### Nets reached from selected ports, run 1

(4 px per um)
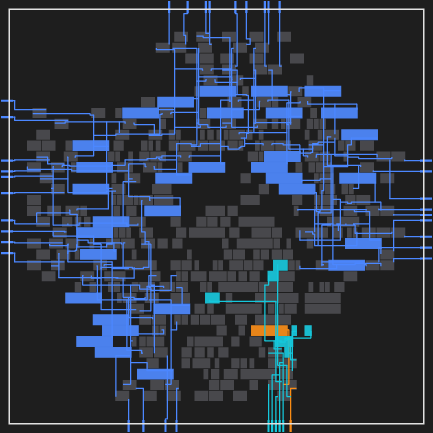
### Close-up of the layout, run 1

Region (67, 67) to (87, 87) um. Cells in grey, sequential cells in the stronger grey; small squares are vias.
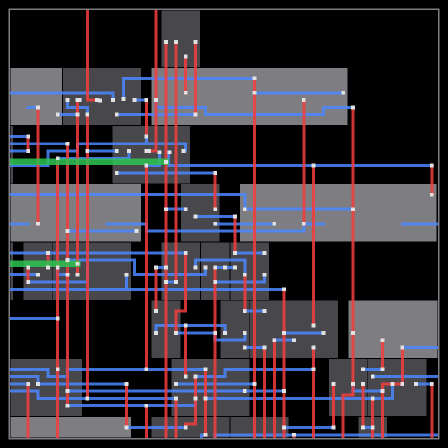
### The clock network, run 1

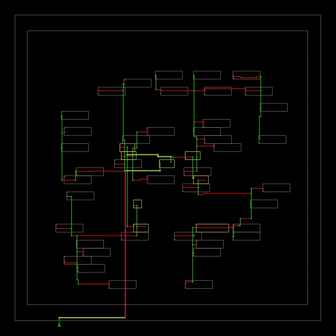
--- src/rtl/shift_pkg.sv ---
// Shared types and defaults for the multi-cycle logical right-shift sequencer.
package shift_pkg;

    // Sequencer states: idle/accepting, stepping the shift, result held for handoff.
    typedef enum logic [1:0] {
        IDLE  = 2'd0,
        SHIFT = 2'd1,
        DONE  = 2'd2
    } shift_state_t;

    // Default per-cycle step size.
    localparam int STEP_DEF = 4;

    // Bits needed to encode a per-cycle step amount in the range 0..step.
    function automatic int step_amt_width(input int step);
        return $clog2(step + 1);
    endfunction

endpackage

--- src/rtl/shift_step.sv ---
// Narrow per-cycle step shifter: logical right shift by at most STEP bits.
module shift_step
    import shift_pkg::*;
#(
    parameter  int W    = 32,
    parameter  int STEP = STEP_DEF,
    localparam int KW   = step_amt_width(STEP)
) (
    input  logic [W-1:0]  a,
    input  logic [KW-1:0] amt,
    output logic [W-1:0]  y
);

    // amt never exceeds STEP, so the shift mux only spans STEP+1 positions.
    assign y = a >> amt;

endmodule

--- src/rtl/shift_seq_ctrl.sv ---
// Multi-cycle logical right-shift sequencer with valid/ready on both sides.
// The shift is applied in chunks of at most STEP bits per cycle, trading a
// full barrel shifter for a narrow step shifter plus a remaining-amount counter.
module shift_seq_ctrl
    import shift_pkg::*;
#(
    parameter  int W    = 32,
    parameter  int STEP = STEP_DEF,
    localparam int SW   = $clog2(W)
) (
    input  logic          clk,
    input  logic          rst,
    input  logic          in_valid,
    output logic          in_ready,
    input  logic [W-1:0]  a,
    input  logic [SW-1:0] shamt,
    output logic          out_valid,
    input  logic          out_ready,
    output logic [W-1:0]  y,
    output logic          busy
);

    localparam int KW = step_amt_width(STEP);

    shift_state_t  state_r;
    shift_state_t  state_nxt_s;
    logic [W-1:0]  data_r;
    logic [W-1:0]  data_nxt_s;
    logic [SW-1:0] rem_r;
    logic [SW-1:0] rem_nxt_s;
    logic [SW-1:0] rem_dec_s;
    logic [KW-1:0] k_s;
    logic [W-1:0]  step_y_s;
    logic          out_valid_r;
    logic          busy_r;
    logic          in_ready_s;
    logic          accept_s;

    // Requests are only taken in IDLE; held low while reset is asserted.
    assign in_ready_s = (state_r == IDLE) && !rst;
    assign accept_s   = in_valid && in_ready_s;

    assign in_ready  = in_ready_s;
    assign out_valid = out_valid_r;
    assign busy      = busy_r;
    assign y         = data_r;

    shift_step #(
        .W    (W),
        .STEP (STEP)
    ) u_step (
        .a   (data_r),
        .amt (k_s),
        .y   (step_y_s)
    );

    // Step amount k = min(rem, STEP); compare one bit wider so STEP == W cannot wrap.
    always_comb begin
        k_s = {KW{1'b0}};
        if ({1'b0, rem_r} >= (SW + 1)'(STEP)) begin
            k_s = KW'(STEP);
        end else begin
            k_s = KW'(rem_r);
        end
        rem_dec_s = rem_r - SW'(k_s);
    end

    // Next-state, data and remaining-amount selection for the sequencer.
    always_comb begin
        state_nxt_s = state_r;
        data_nxt_s  = data_r;
        rem_nxt_s   = rem_r;
        case (state_r)
            IDLE: begin
                if (accept_s) begin
                    data_nxt_s = a;
                    rem_nxt_s  = shamt;
                    if (shamt == {SW{1'b0}}) begin
                        state_nxt_s = DONE;
                    end else begin
                        state_nxt_s = SHIFT;
                    end
                end else begin
                    state_nxt_s = IDLE;
                end
            end
            SHIFT: begin
                data_nxt_s = step_y_s;
                rem_nxt_s  = rem_dec_s;
                if (rem_dec_s == {SW{1'b0}}) begin
                    state_nxt_s = DONE;
                end else begin
                    state_nxt_s = SHIFT;
                end
            end
            DONE: begin
                if (out_ready) begin
                    state_nxt_s = IDLE;
                end else begin
                    state_nxt_s = DONE;
                end
            end
            default: begin
                state_nxt_s = IDLE;
                data_nxt_s  = {W{1'b0}};
                rem_nxt_s   = {SW{1'b0}};
            end
        endcase
    end

    // State, datapath and registered status outputs; reset aborts any op in flight.
    always_ff @(posedge clk or posedge rst) begin
        if (rst) begin
            state_r     <= IDLE;
            data_r      <= {W{1'b0}};
            rem_r       <= {SW{1'b0}};
            out_valid_r <= 1'b0;
            busy_r      <= 1'b0;
        end else begin
            state_r     <= state_nxt_s;
            data_r      <= data_nxt_s;
            rem_r       <= rem_nxt_s;
            out_valid_r <= (state_nxt_s == DONE);
            busy_r      <= (state_nxt_s != IDLE);
        end
    end

endmodule

--- config.mk ---
export PLATFORM = sky130hd
export DESIGN_NAME = shift_seq_ctrl
export DESIGN_NICKNAME = d
export VERILOG_FILES = /design/src/rtl/shift_pkg.sv /design/src/rtl/shift_step.sv /design/src/rtl/shift_seq_ctrl.sv
export SDC_FILE = /design/constraint.sdc
export NUM_CORES = 1
export LEC_CHECK = 0
export CORE_MARGIN = 4
export CORE_UTILIZATION = 30
export DETAILED_ROUTE_END_ITERATION = 10
export PLACE_DENSITY = 0.62
export SYNTH_ARGS = -nofsm -noshare
export SYNTH_HDL_FRONTEND = slang
export SYNTH_SLANG_ARGS = --single-unit
--- constraint.sdc ---
create_clock -name clk -period 2.3 [get_ports clk]
set_input_delay 0.345 -clock clk [delete_from_list [all_inputs] [get_ports clk]]
set_output_delay 0.345 -clock clk [all_outputs]
set_load 0.01 [all_outputs]
==> notes.md, run 1 <==
yosys + openroad results -> Max-Slew Margin vs Limit=0.6329, pwr/cell area=1335 nW/um^2, Core ar.=8763 um^2, measured slew at the worst slew-check pin=0.5483 ns, Die X=103.3 um, Crit Reg-Reg Startpoint=rem_r[4], layout cells sized above 1=0.1503, critical path class=reg2reg, final total power=0.005034 W, cell area after synthesis=2723 um^2, vias per std cell=5.536, initial DRC count=180, minimum clock period=1.962 ns, YS chip area=2723 um^2, VDD IR max=0.0004160 V, outcome=complete, no violations, final-report hold violation count=0, CTS max path bufs=2, P_sw=0.002148 W, std cell rows=34, CTS sink cnt=41, Log Warnings=26, Yosys top cell by area=dfrtp_1, P_leak=1.512 nW, distinct lib cells=44, CP max FO=8, Seq pwr share=0.283, fin cells=474, CP startpoint=rem_r[4], RSZ-0062 raised after global routing=no, # Post-CTS Setup Buffers=0, Post-Syn Area per Cell=9.454 um^2, DRC Markers=0, Die H=103.3 um, min-delay src=y[1], TritonCTS clock tree=built, via count=2624, max_cap viols=0, Synth warnings=0, Placed Cells=466, area growth from synthesis to layout=38.47%, clock root cell=clkbuf_8, post-synth net total=330, Final Core Density=0.4302, global-route wire length before repair=13710 um, asr flop ratio synth=1.000
-- 'Nets reached from selected ports' (at the start) --
shamt -> cyan  # bits 5, direction input, end cells 8, buffers 5, wire 196 um
y -> blue  # bits 32, direction output, end cells 32, buffers 32, wire 1970 um
out_valid -> orange  # bits 1, direction output, end cells 1, buffers 1, wire 25.1 um

-- 'Close-up of the layout' (at the start) --
M1 -> blue
M2 -> red
M3 -> green
netlist names of flops here include = y (3)
sequential cells in the window = 3
most frequent = o21ai_0 (3), dfrtp_1 (3)
cells with their middle in the window = 19

-- 'The clock network' (at the start) --
clock network power: 0.000616 W
cts bufs inserted: 5
Clock Skew: 0.007047 ns
clk ins delay skew pair: 0.29 ns
clkbuf count: 6

[run 1: worst max-delay path: stages, from the launching register on]
cell and delay, ns:
dfrtp_1 0.49, or3_4 0.48, nand2_1 0.09, ha_1 0.26, a2111oi_4 0.18, and3_1 0.25
o21ai_0 0.09
[run 1: cells in the final DEF, fill, tap and decap left out, types with 3 or more instances in the layout]
| cell | instances |
|---|---|
| nand3_1 | 5 |
| a22oi_1 | 6 |
| buf_4 | 21 |
| o21ai_0 | 22 |
| nor3_1 | 6 |
| nand2_1 | 37 |
| nor2_1 | 18 |
| o211ai_1 | 12 |
| a222oi_1 | 22 |
| mux2_2 | 13 |
| o2bb2ai_1 | 4 |
| a21oi_1 | 18 |
| mux4_2 | 3 |
| clkbuf_8 | 6 |
| nor2b_1 | 3 |
| mux2i_1 | 21 |
| dfrtp_1 | 41 |
| clkdlybuf4s50_1 | 75 |
[run 1: final cells by class]
class	instances	area, um^2
clock inverters	2	37.54
inverters	2	7.507
fillers	897	4994
clock buffers	6	82.58
repair buffers	97	928.4
flip-flops and latches	41	1026
well taps	108	135.1
multi-input cells	218	1553
[run 1: power by group through the flow]
stage          registers (W)  clock network (W)  logic, W
5_1_grt              0.00148           0.000660   0.00331
3_3_place_gp         0.00143                  0   0.00295
6_report             0.00142           0.000616   0.00299
3_5_place_dp         0.00143                  0   0.00300
4_1_cts              0.00142           0.000631   0.00302
2_1_floorplan        0.00140                  0   0.00186
[run 1: sequential cells by signal, summed over array words and instances, names as in the netlist]
name / flops
rem_r: 5
state_r: 2
y: 32
busy: 1
out_valid: 1
[run 1: metrics by stage]
stage | setup slack, ns | area (um^2)
after global routing | 0.2177 | 3770
after global placement | 0.4090 | 3650
after detailed placement | 0.3521 | 3650
after floorplan | 0.06518 | 2723
after CTS | 0.3461 | 3770
final | 0.3381 | 3770
[run 1: logic make-up after synthesis]
family          after synthesis  synth area share
buf+inv                      29           0.05469
mux                          37            0.1558
simple gates                 83            0.1471
compound gates               96            0.2597
flops                        41            0.3768
other cells                   1          0.001377
fa+ha+maj                     1          0.004595
[run 1: final timing paths]
path,end,cells past startpoint,slack (ns)
max,state_r[0],6,0.34
min,y[1],1,0.56
max reg2reg,state_r[0],6,0.34
min reg2reg,y[1],1,0.56
max in group asynchronous,y[24],3,1.33
min in group asynchronous,y[21],3,0.61
[run 1: routing by layer]
layer	GRT usage	up-vias	part of all wire
met5	0	-	0
met4	0.04283	0	0.0076
met3	0.02884	4	0.057
met2	0.2812	89	0.50
met1	0.2082	1268	0.44
li1	-	1263	-
[run 1: cells in the mapped netlist, types with 3 or more instances]
library cell / n
dfrtp_1: 41
nand2_1: 37
a222oi_1: 22
o21ai_0: 22
mux2i_1: 21
nor2_1: 20
a21oi_1: 18
mux2_2: 13
o211ai_1: 12
buf_2: 11
clkbuf_1: 11
a22oi_1: 6
nor3_1: 6
nand3_1: 5
o2bb2ai_1: 4
buf_6: 3
mux4_2: 3
nor2b_1: 3
==> inputs of run 2 (changes only) <==
--- a/config.mk
+++ b/config.mk
@@ -9,6 +9,7 @@
 export CORE_UTILIZATION = 30
 export DETAILED_ROUTE_END_ITERATION = 10
 export PLACE_DENSITY = 0.62
+export SKIP_LAST_GASP = 1
 export SYNTH_ARGS = -nofsm -noshare
 export SYNTH_HDL_FRONTEND = slang
 export SYNTH_SLANG_ARGS = --single-unit
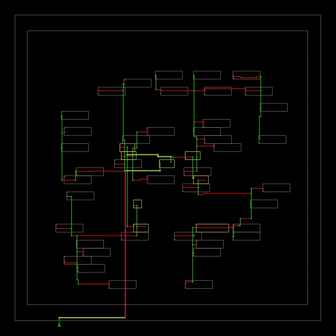
*The clock network, run 2*
CTS sink cnt: 41
seq_cells: 41

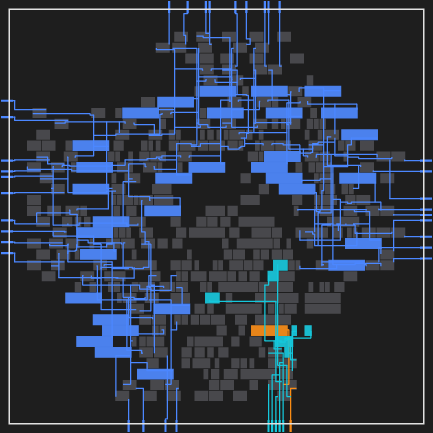
*Nets reached from selected ports, run 2*
(4 px per um)
y -> blue  # bits 32, direction output, end cells 32, buffers 32, wire 1970 um
shamt -> cyan  # bits 5, direction input, end cells 8, buffers 5, wire 196 um
out_valid -> orange  # bits 1, direction output, end cells 1, buffers 1, wire 25.1 um

==> run 2 against run 1 <==
Against the previous run:
- synthesized cell count is the same
- synthesized area is the same
- clock skew is the same
- core utilization is the same
- setup slack is the same
==> notes.md, run 2 <==
yosys + openroad results -> outcome=complete, no violations (unchanged), Crit Reg-Reg Startpoint=rem_r[4] (unchanged), Synth warnings=0 (unchanged), hold path endpoint=y[1] (unchanged), Seq pwr share=0.283 (about the same), asr flop ratio synth=1.000 (unchanged), count leader, synth=dfrtp_1 (unchanged), cts bufs inserted=5 (unchanged), min-delay src=y[1] (unchanged), Commonest Layout Cell=clkdlybuf4s50_1 (unchanged), Die H=103.3 um (unchanged), largest delay contributor family on the critical path=simple AND/OR/NAND/NOR gates (unchanged), hold depth=1 (unchanged), CTS max path bufs=2 (unchanged), TritonCTS clock tree=built (unchanged), Clock Skew=0.007047 ns (unchanged), clock root cell=clkbuf_8 (unchanged), area growth from synthesis to layout=38.47% (unchanged), Top Layout Cells=clkdlybuf4s50_1 (75), dfrtp_1 (41), nand2_1 (37) (unchanged), cell area after synthesis=2723 um^2 (unchanged), CP max FO=8 (unchanged), Core ar.=8763 um^2 (unchanged), Design Area, Final=3770 um^2 (unchanged), pwr/cell area=1335 nW/um^2 (unchanged), CP cell instances=or3_4 > nand2_1 > ha_1 > a2111oi_4 > and3_1 > o21ai_0 (unchanged), Placed Area=3650 um^2 (unchanged), CP peak stage delay=0.49 ns (about the same), Post-Syn Area per Cell=9.454 um^2 (unchanged), final-report hold violation count=0 (unchanged), minimum clock period=1.962 ns (unchanged), Max-Slew Margin vs Limit=0.6329 (unchanged), P_sw=0.002148 W (unchanged)
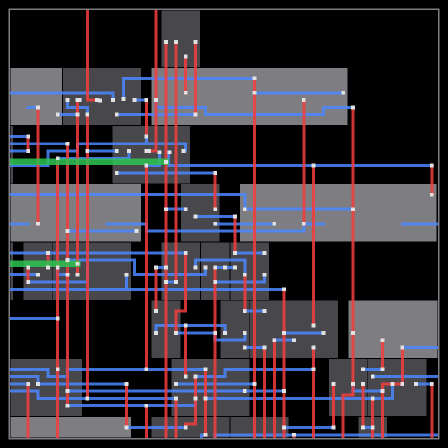
*Close-up of the layout, run 2*
Region (67, 67) to (87, 87) um. Cells in grey, sequential cells in the stronger grey; small squares are vias.

[run 2: stage by stage]
stage	utilization	power, W	instances
after floorplan	-	0.003257	288
after global placement	0.4165	0.004388	466
after detailed placement	0.4165	0.004436	466
after CTS	0.4302	0.005069	474
after global routing	0.4302	0.005451	474
final	0.4302	0.005034	474
[run 2: metal layers]
metal,up-vias,wire length (um),GRT usage
met5,-,0,0
met4,0,63,0.04283
met3,4,476,0.02884
met2,89,4118,0.2812
met1,1268,3623,0.2082
li1,1263,-,-
[run 2: kinds of logic after synthesis]
kind of cell,synth area share
AND-OR/OR-AND,0.2597
AND/OR/NAND/NOR,0.1471
flip-flops,0.3768
multiplexers,0.1558
buffers and inverters,0.05469
adder cells (fa/ha/maj),0.004595
other,0.001377
[run 2: final cells by class]
type | instances | area (um^2)
Clock buffer | 6 | 82.58
Clock inverter | 2 | 37.54
Fill cell | 897 | 4994
Inverter | 2 | 7.507
Multi-Input combinational cell | 218 | 1553
Sequential cell | 41 | 1026
Tap cell | 108 | 135.1
Timing Repair Buffer | 97 | 928.4
[run 2: worst max path at each step]
stage | to | slack [ns]
6_report | state_r[0] | 0.34
4_1_cts | state_r[0] | 0.35
3_5_place_dp | state_r[0] | 0.35
3_3_place_gp | state_r[0] | 0.41
5_1_grt | y[16] | 0.22
2_1_floorplan | y[14] | 0.07
[run 2: power groups by stage]
stage          clock (W)  combinational, W  sequential [W]
2_1_floorplan          0           0.00186         0.00140
3_3_place_gp           0           0.00295         0.00143
3_5_place_dp           0           0.00300         0.00143
4_1_cts         0.000631           0.00302         0.00142
5_1_grt         0.000660           0.00331         0.00148
6_report        0.000616           0.00299         0.00142
[run 2: worst reg2reg max path, stage by stage (launching register included)]
cell and delay (ns):
dfrtp_1 0.49, or3_4 0.49, nand2_1 0.09, ha_1 0.26, a2111oi_4 0.18, and3_1 0.25, o21ai_0 0.09
Power figures rest on the tool's default switching activity, not on a simulated workload.
